## config.mk

```make
export PLATFORM = sky130hd
export DESIGN_NAME = multi_cycle_controller
export DESIGN_NICKNAME = d
export VERILOG_FILES = /design/src/rtl/multi_cycle_controller.sv
export SDC_FILE = /design/constraint.sdc
export NUM_CORES = 1
export LEC_CHECK = 0
export CORE_ASPECT_RATIO = 1.1
export CORE_MARGIN = 10
export CORE_UTILIZATION = 54
export CTS_CLUSTER_DIAMETER = 150
export DETAILED_ROUTE_END_ITERATION = 8
export PLACE_DENSITY = 0.83
export SKIP_LAST_GASP = 1
export SLEW_MARGIN = 30
export SYNTH_ARGS = -nofsm -noshare
export SYNTH_HDL_FRONTEND = slang
export SYNTH_SLANG_ARGS = --single-unit
```

## constraint.sdc

```tcl
create_clock -name clk -period 3.6 [get_ports clk]
set_input_delay 0.72 -clock clk [delete_from_list [all_inputs] [get_ports clk]]
set_output_delay 0.72 -clock clk [all_outputs]
set_load 0.01 [all_outputs]
```

## src/rtl/multi_cycle_controller.sv

```systemverilog
// multi_cycle_controller
//
// Purpose:
//   Control FSM for a multi-cycle RV32I-style datapath. Walks each
//   instruction through FETCH -> DECODE -> EXECUTE -> (MEMORY) ->
//   (WRITEBACK) and drives the datapath strobes and mux selects.
//   Control outputs are combinational from the registered state, the
//   latched instruction class, memReady and branchTaken.
//
// Ports:
//   clk          in   single clock, rising-edge active
//   rst          in   synchronous active-high reset
//   opcode       in   [6:0] instruction opcode from the decoder
//   memReady     in   memory handshake; an access completes on an edge
//                     where memReq=1 and memReady=1
//   branchTaken  in   ALU branch comparison result (used in EXECUTE)
//   memReq       out  memory access request
//   memWe        out  memory write strobe (only with memReq)
//   memAddrSel   out  memory address source: 0 = PC, 1 = ALU result
//   irWrite      out  instruction register load strobe
//   pcWrite      out  PC update strobe (marks a retire cycle)
//   pcSel        out  [1:0] PC source: 0 = PC+4, 1 = PC+imm, 2 = rs1+imm
//   regWrite     out  register file write strobe
//   wbSel        out  [1:0] writeback source: 0 = ALU, 1 = mem, 2 = PC+4
//   aluOp        out  [1:0] ALU mode: 0 = add, 1 = branch cmp, 2 = funct
//   illegalInstr out  sticky illegal-opcode flag (held in HALT)
//   retireCount  out  [XLEN-1:0] retired instruction count, wraps
//   state        out  [2:0] current state, for debug

module multi_cycle_controller #(
    parameter int XLEN = 32
) (
    input  logic            clk,
    input  logic            rst,
    input  logic [6:0]      opcode,
    input  logic            memReady,
    input  logic            branchTaken,
    output logic            memReq,
    output logic            memWe,
    output logic            memAddrSel,
    output logic            irWrite,
    output logic            pcWrite,
    output logic [1:0]      pcSel,
    output logic            regWrite,
    output logic [1:0]      wbSel,
    output logic [1:0]      aluOp,
    output logic            illegalInstr,
    output logic [XLEN-1:0] retireCount,
    output logic [2:0]      state
);

    typedef enum logic [2:0] {
        FETCH     = 3'd0,
        DECODE    = 3'd1,
        EXECUTE   = 3'd2,
        MEMORY    = 3'd3,
        WRITEBACK = 3'd4,
        HALT      = 3'd5
    } stateT;

    typedef enum logic [3:0] {
        CLS_NONE   = 4'd0,
        CLS_LUI    = 4'd1,
        CLS_AUIPC  = 4'd2,
        CLS_JAL    = 4'd3,
        CLS_JALR   = 4'd4,
        CLS_BRANCH = 4'd5,
        CLS_LOAD   = 4'd6,
        CLS_STORE  = 4'd7,
        CLS_OPIMM  = 4'd8,
        CLS_OP     = 4'd9
    } classT;

    localparam logic [6:0] OPC_LUI    = 7'b0110111;
    localparam logic [6:0] OPC_AUIPC  = 7'b0010111;
    localparam logic [6:0] OPC_JAL    = 7'b1101111;
    localparam logic [6:0] OPC_JALR   = 7'b1100111;
    localparam logic [6:0] OPC_BRANCH = 7'b1100011;
    localparam logic [6:0] OPC_LOAD   = 7'b0000011;
    localparam logic [6:0] OPC_STORE  = 7'b0100011;
    localparam logic [6:0] OPC_OPIMM  = 7'b0010011;
    localparam logic [6:0] OPC_OP     = 7'b0110011;

    stateT            stateReg;
    stateT            nextState;
    classT            classReg;
    classT            opClass;
    logic [XLEN-1:0]  retireCnt;

    logic             memReqInt;
    logic             memWeInt;
    logic             memAddrSelInt;
    logic             irWriteInt;
    logic             pcWriteInt;
    logic [1:0]       pcSelInt;
    logic             regWriteInt;
    logic [1:0]       wbSelInt;
    logic [1:0]       aluOpInt;
    logic             illegalInt;

    // Map the raw opcode onto an instruction class. Anything not in the
    // supported set comes out as CLS_NONE, which DECODE treats as illegal.
    always_comb begin
        opClass = CLS_NONE;
        case (opcode)
            OPC_LUI:    opClass = CLS_LUI;
            OPC_AUIPC:  opClass = CLS_AUIPC;
            OPC_JAL:    opClass = CLS_JAL;
            OPC_JALR:   opClass = CLS_JALR;
            OPC_BRANCH: opClass = CLS_BRANCH;
            OPC_LOAD:   opClass = CLS_LOAD;
            OPC_STORE:  opClass = CLS_STORE;
            OPC_OPIMM:  opClass = CLS_OPIMM;
            OPC_OP:     opClass = CLS_OP;
            default:    opClass = CLS_NONE;
        endcase
    end

    // State, class and retire counter registers. The class is captured only
    // in DECODE so later states see a stable value even if the opcode bus
    // moves. Every cycle with pcWrite high is a retire and bumps the counter,
    // which wraps naturally at 2^XLEN.
    always_ff @(posedge clk) begin
        if (rst) begin
            stateReg  <= FETCH;
            classReg  <= CLS_NONE;
            retireCnt <= '0;
        end else begin
            stateReg <= nextState;
            if (stateReg == DECODE) begin
                classReg <= opClass;
            end
            if (pcWriteInt) begin
                retireCnt <= retireCnt + XLEN'(1);
            end
        end
    end

    // Next-state and control decode. Everything defaults to idle so any
    // state not listed (including unused encodings 6 and 7) drives no
    // strobes and falls back to FETCH. Holding rst forces every control
    // output low in the same cycle, which is how an in-flight memory access
    // gets abandoned without a retire.
    always_comb begin
        nextState     = FETCH;
        memReqInt     = 1'b0;
        memWeInt      = 1'b0;
        memAddrSelInt = 1'b0;
        irWriteInt    = 1'b0;
        pcWriteInt    = 1'b0;
        pcSelInt      = 2'd0;
        regWriteInt   = 1'b0;
        wbSelInt      = 2'd0;
        aluOpInt      = 2'd0;
        illegalInt    = 1'b0;

        if (!rst) begin
            case (stateReg)
                FETCH: begin
                    memReqInt = 1'b1;
                    if (memReady) begin
                        irWriteInt = 1'b1;
                        nextState  = DECODE;
                    end else begin
                        nextState  = FETCH;
                    end
                end

                DECODE: begin
                    nextState = (opClass == CLS_NONE) ? HALT : EXECUTE;
                end

                EXECUTE: begin
                    case (classReg)
                        CLS_BRANCH:       aluOpInt = 2'd1;
                        CLS_OP, CLS_OPIMM: aluOpInt = 2'd2;
                        default:          aluOpInt = 2'd0;
                    endcase
                    case (classReg)
                        CLS_LOAD, CLS_STORE: nextState = MEMORY;
                        CLS_BRANCH: begin
                            pcWriteInt = 1'b1;
                            pcSelInt   = branchTaken ? 2'd1 : 2'd0;
                            nextState  = FETCH;
                        end
                        default: nextState = WRITEBACK;
                    endcase
                end

                MEMORY: begin
                    memReqInt     = 1'b1;
                    memAddrSelInt = 1'b1;
                    memWeInt      = (classReg == CLS_STORE);
                    if (memReady) begin
                        if (classReg == CLS_STORE) begin
                            pcWriteInt = 1'b1;
                            pcSelInt   = 2'd0;
                            nextState  = FETCH;
                        end else begin
                            nextState  = WRITEBACK;
                        end
                    end else begin
                        nextState = MEMORY;
                    end
                end

                WRITEBACK: begin
                    regWriteInt = 1'b1;
                    pcWriteInt  = 1'b1;
                    case (classReg)
                        CLS_LOAD:          wbSelInt = 2'd1;
                        CLS_JAL, CLS_JALR: wbSelInt = 2'd2;
                        default:           wbSelInt = 2'd0;
                    endcase
                    case (classReg)
                        CLS_JAL:  pcSelInt = 2'd1;
                        CLS_JALR: pcSelInt = 2'd2;
                        default:  pcSelInt = 2'd0;
                    endcase
                    nextState = FETCH;
                end

                HALT: begin
                    illegalInt = 1'b1;
                    nextState  = HALT;
                end

                default: begin
                    nextState = FETCH;
                end
            endcase
        end
    end

    // Drive the ports. The debug state and counter views also read as zero
    // while rst is held so the whole interface is quiet during reset.
    assign memReq       = memReqInt;
    assign memWe        = memWeInt;
    assign memAddrSel   = memAddrSelInt;
    assign irWrite      = irWriteInt;
    assign pcWrite      = pcWriteInt;
    assign pcSel        = pcSelInt;
    assign regWrite     = regWriteInt;
    assign wbSel        = wbSelInt;
    assign aluOp        = aluOpInt;
    assign illegalInstr = illegalInt;
    assign retireCount  = rst ? '0 : retireCnt;
    assign state        = rst ? 3'd0 : stateReg;

endmodule

```

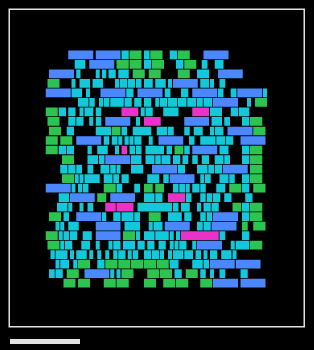
Fig. 1. Placed cells, one colour a class.
The bar under the picture is 20 um long.
Key: blue = flops [cells 39, share of their area 25%]; cyan = all other logic [cells 256, share of their area 51%]; green = other buffers and delay cells [cells 64, share of their area 20%]; magenta = clock drivers and dummy loads [cells 8, share of their area 3.6%]
Seq/total area: 24.75%
Core ar.: 0.004317 sq mm

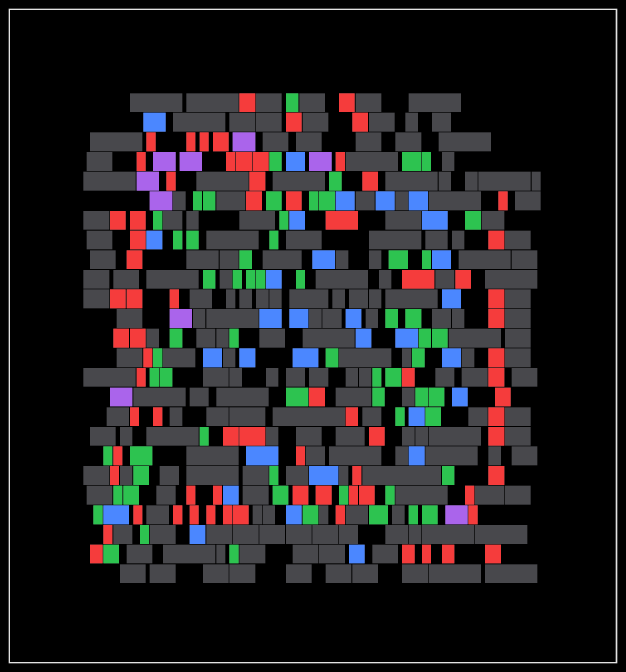
Fig. 2. Logic cells by family.
Key: red = NOR gates [cells 75, most used nor2b_1]; purple = XOR/XNOR gates [cells 9, most used xnor2_1]; blue = AND and OR gates [cells 31, most used or4_1]; green = NAND gates [cells 62, most used nand2_1]
Post-Layout Cell Count: 421
Comb area share: 49.03%
most used logic cell in the final layout: clkdlybuf4s50_1

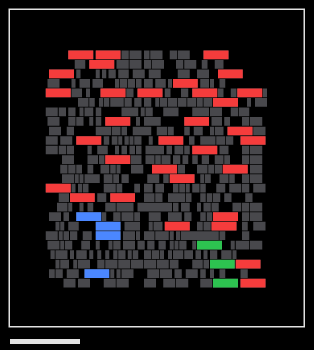
Fig. 3. Register map, names as in the netlist.
The bar under the picture is 20 um long. Other cells in grey.
Key: green = stateReg [sequential cells 3]; red = retireCnt [sequential cells 32]; blue = classReg [sequential cells 4]
sequential logic power: 0.000452 W
final core utilization: 73.07%
Flop area: 780.7 sq um

==> flow_summary.yaml <==
# implementation run metrics
status:
  outcome: "completed"
worst_setup_path:
  crit_slowest_cell: "clkdlybuf4s50_1"
  worst_setup_path_end_kind: "output port"
  critPathTopFamily: "buffers and inverters"
  r2r_end: "retireCnt[21]"
  rr_startpoint: "classReg[1]"
  path_buffers: 3
  crit_type: "input pin to output port"
  worstPathMaxFanout: 5
  reg2reg_slack_ps: 1050
  cp-start-kind: "input pin"
  path_cells: "clkdlybuf4s50_1 > inv_1 > or4_4 > a21oi_1 > clkdlybuf4s50_1"
  cp.arrival_ps: 2570
  crit_top_cell: "clkdlybuf4s50_1"
  cp_data_required_time_ps: 2880
  rr_worst_depth: 7
placement:
  gp_congestion: 0.8664
  portBuffers: 58
  hpwl_um: 5035
  dpl.cell_count: 413
yosys:
  netlist_area_sq_mm: 0.002430
  yosysChipArea_sq_mm: 0.002430
  yosys.area.top_type: "dfxtp_1"
  synth_nets: 324
  ys_cells: 312
  area_leaders: "dfxtp_1 (32%), nor2b_1 (8.8%), a21oi_1 (5.4%), nor2_1 (4.6%), nand2_1 (4.2%)"
  edf_count: 0
  synthCells: 312
  ys_seq_share_pct: 32.13
  synth_cell_types: 53
  mux_share_pct: 1.390
  avgSynthCellArea_sq_um: 7.788
  synth_flops: 39
  logic_family: "simple AND/OR/NAND/NOR gates"
  synth_top_area_share_pct: 32.13
  compound_area_share_pct: 19.36
  top_cell: "dfxtp_1"
  async_reset_ff_share_pct: 0
  yosys.area_share.adder_pct: 0.5149
cells_and_area:
  diodes: 0
  final_layout_size_suffix_gt1_share_pct: 6.540
  final_nets: 378
  lay_top_cells: "clkdlybuf4s50_1 (57), dfxtp_1 (39), nor2b_1 (34), nor2_1 (30), nand2_1 (27)"
  syn_to_final_growth_pct: 29.81
final_timing:
  worst_pin_slew_ps: 740.8
  setup_violations: 0
  slew_headroom_pct: 50.20
  tns_ps: 0
  drv_slew: 0
  hold_viol: 0
  fin_crit_ps: 3289
  period_used_pct: 91.36
  maxClockFrequency_ghz: 0.3040
grt:
  grt_pass1_vias: 2451
  grt_max_degree: 36
  antenna_found_initial: 0
  grt_pass1_wl_um: 11310
  grt_remaining_overflow: 0
  grt.total_usage_pct: 16.96
clock_tree:
  cts_resized: 0
  cts_htree_levels: 2
  clockRootBuffer: "clkbuf_8"
  clockBufferDepth: 2
  cts.sinks: 39
  clkTransAtPathRegs_ps: 80
  cts_made_buffers: 5
route:
  num_vias: 2506
  detail-route-antenna-nets: 0
  drc: 0
  routed_wl_um: 6622
  drt-vias-per-instance: 5.952
  drt_iter0_markers: 251
  dr.pass1.iters: 4
floorplan:
  fp.dieW_um: 83.96
  dieArea_sq_mm: 0.007586
  io_pins: 59
  dieHeight_um: 90.36
  fp-row-count: 25
run:
  warning_count: 26
  max-cap-violations: 0
hold_path:
  holdPathEnd: "retireCnt[23]"
  whs_path_depth: 2
  worstHoldStart: "retireCnt[23]"
  worstHoldPathType: "flop to flop"
power:
  p_per_area_mw_per_mm2: 289.5
  p_leak_nw: 1.017
  peakVddDrop_mv: 0.1978
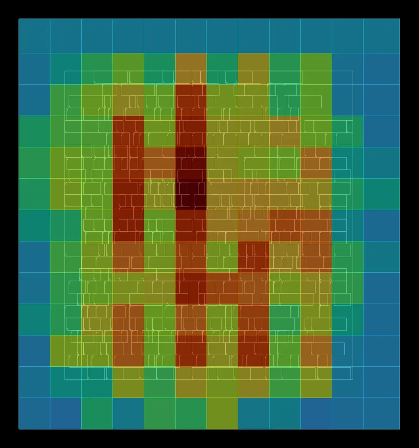
Fig. 4. Track usage over the die.
WL per Instance: 15.73 um
met3 Track Usage GR: 5.415%

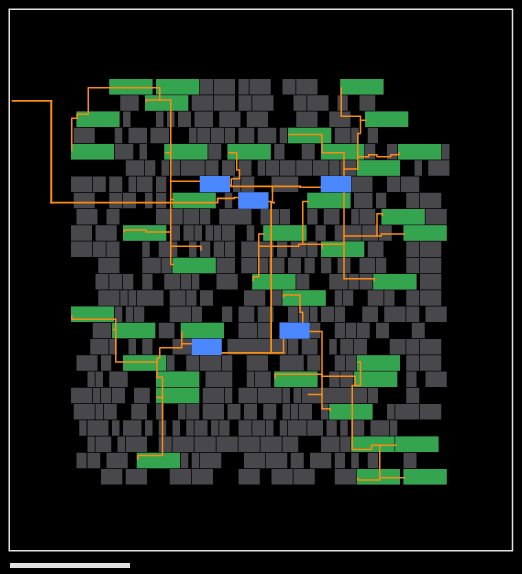
Fig. 5. Clock distribution.
The bar under the picture is 20 um long.
Key: blue = cells driving clock nets [count 5]; green = flip-flops [count 39]; orange = clock wires [length 480 um]
There are 6 routed clock nets.
Clk pwr share: 40.3%
clk_lat worst skew: 300 ps
Post-Route Skew: 13.66 ps

==> layout make-up <==
| class | count | area (sq um) |
|---|---|---|
| multi-input combinational | 249 | 1546 |
| fill | 369 | 1162 |
| sequential | 39 | 780.7 |
| timing repair buffer | 64 | 620.6 |
| clock buffer | 5 | 68.82 |
| tap | 54 | 67.56 |
| clock inverter | 3 | 43.79 |
| inverter | 7 | 26.28 |
==> sequential cells by signal, indices dropped and copies added, names as in the netlist <==
signal and cells:
classReg 4, retireCnt 32, stateReg 3
==> through the flow <==
step | setup WS [ps] | instance area, sq um | hold slack, ps
after floorplan | 1186 | 2430 | 456.0
after global placement | 330.4 | 3042 | 473.4
after detailed placement | 339.1 | 3042 | 499.4
after CTS | 317.3 | 3154 | 511.0
after global routing | 220.0 | 3154 | 526.6
final | 310.9 | 3154 | 516.6
==> power breakdown <==
part	switching [W]	internal [W]
Clock	0.000161	0.000206
Sequential	0.0000143	0.000438
Combinational	0.0000521	0.0000410
==> routing by layer <==
metal	track usage, %	wire length, um	vias to the layer above
li1	-	-	1251
met1	19.20	2830	1178
met2	29.35	3262	64
met3	5.415	397	13
met4	5.168	132	0
met5	0	0	-
==> worst max-delay path by stage <==
stage,startpoint,endpoint,slack [ps],cells past startpoint
after floorplan,memReady,pcWrite,1190,4
after global placement,memReady,pcWrite,330,5
after detailed placement,memReady,pcWrite,340,5
after CTS,memReady,pcWrite,320,5
after global routing,memReady,pcWrite,220,5
final,memReady,pcWrite,310,5
==> worst reg2reg max path, stage by stage (launching register included) <==
cell and delay, ps:
dfxtp_1 450, nand4b_1 190, or4_4 520, buf_4 210, a211o_1 430, buf_4 220, or3_1 340, a21oi_1 140
Power is estimated from default activity; no workload was simulated.
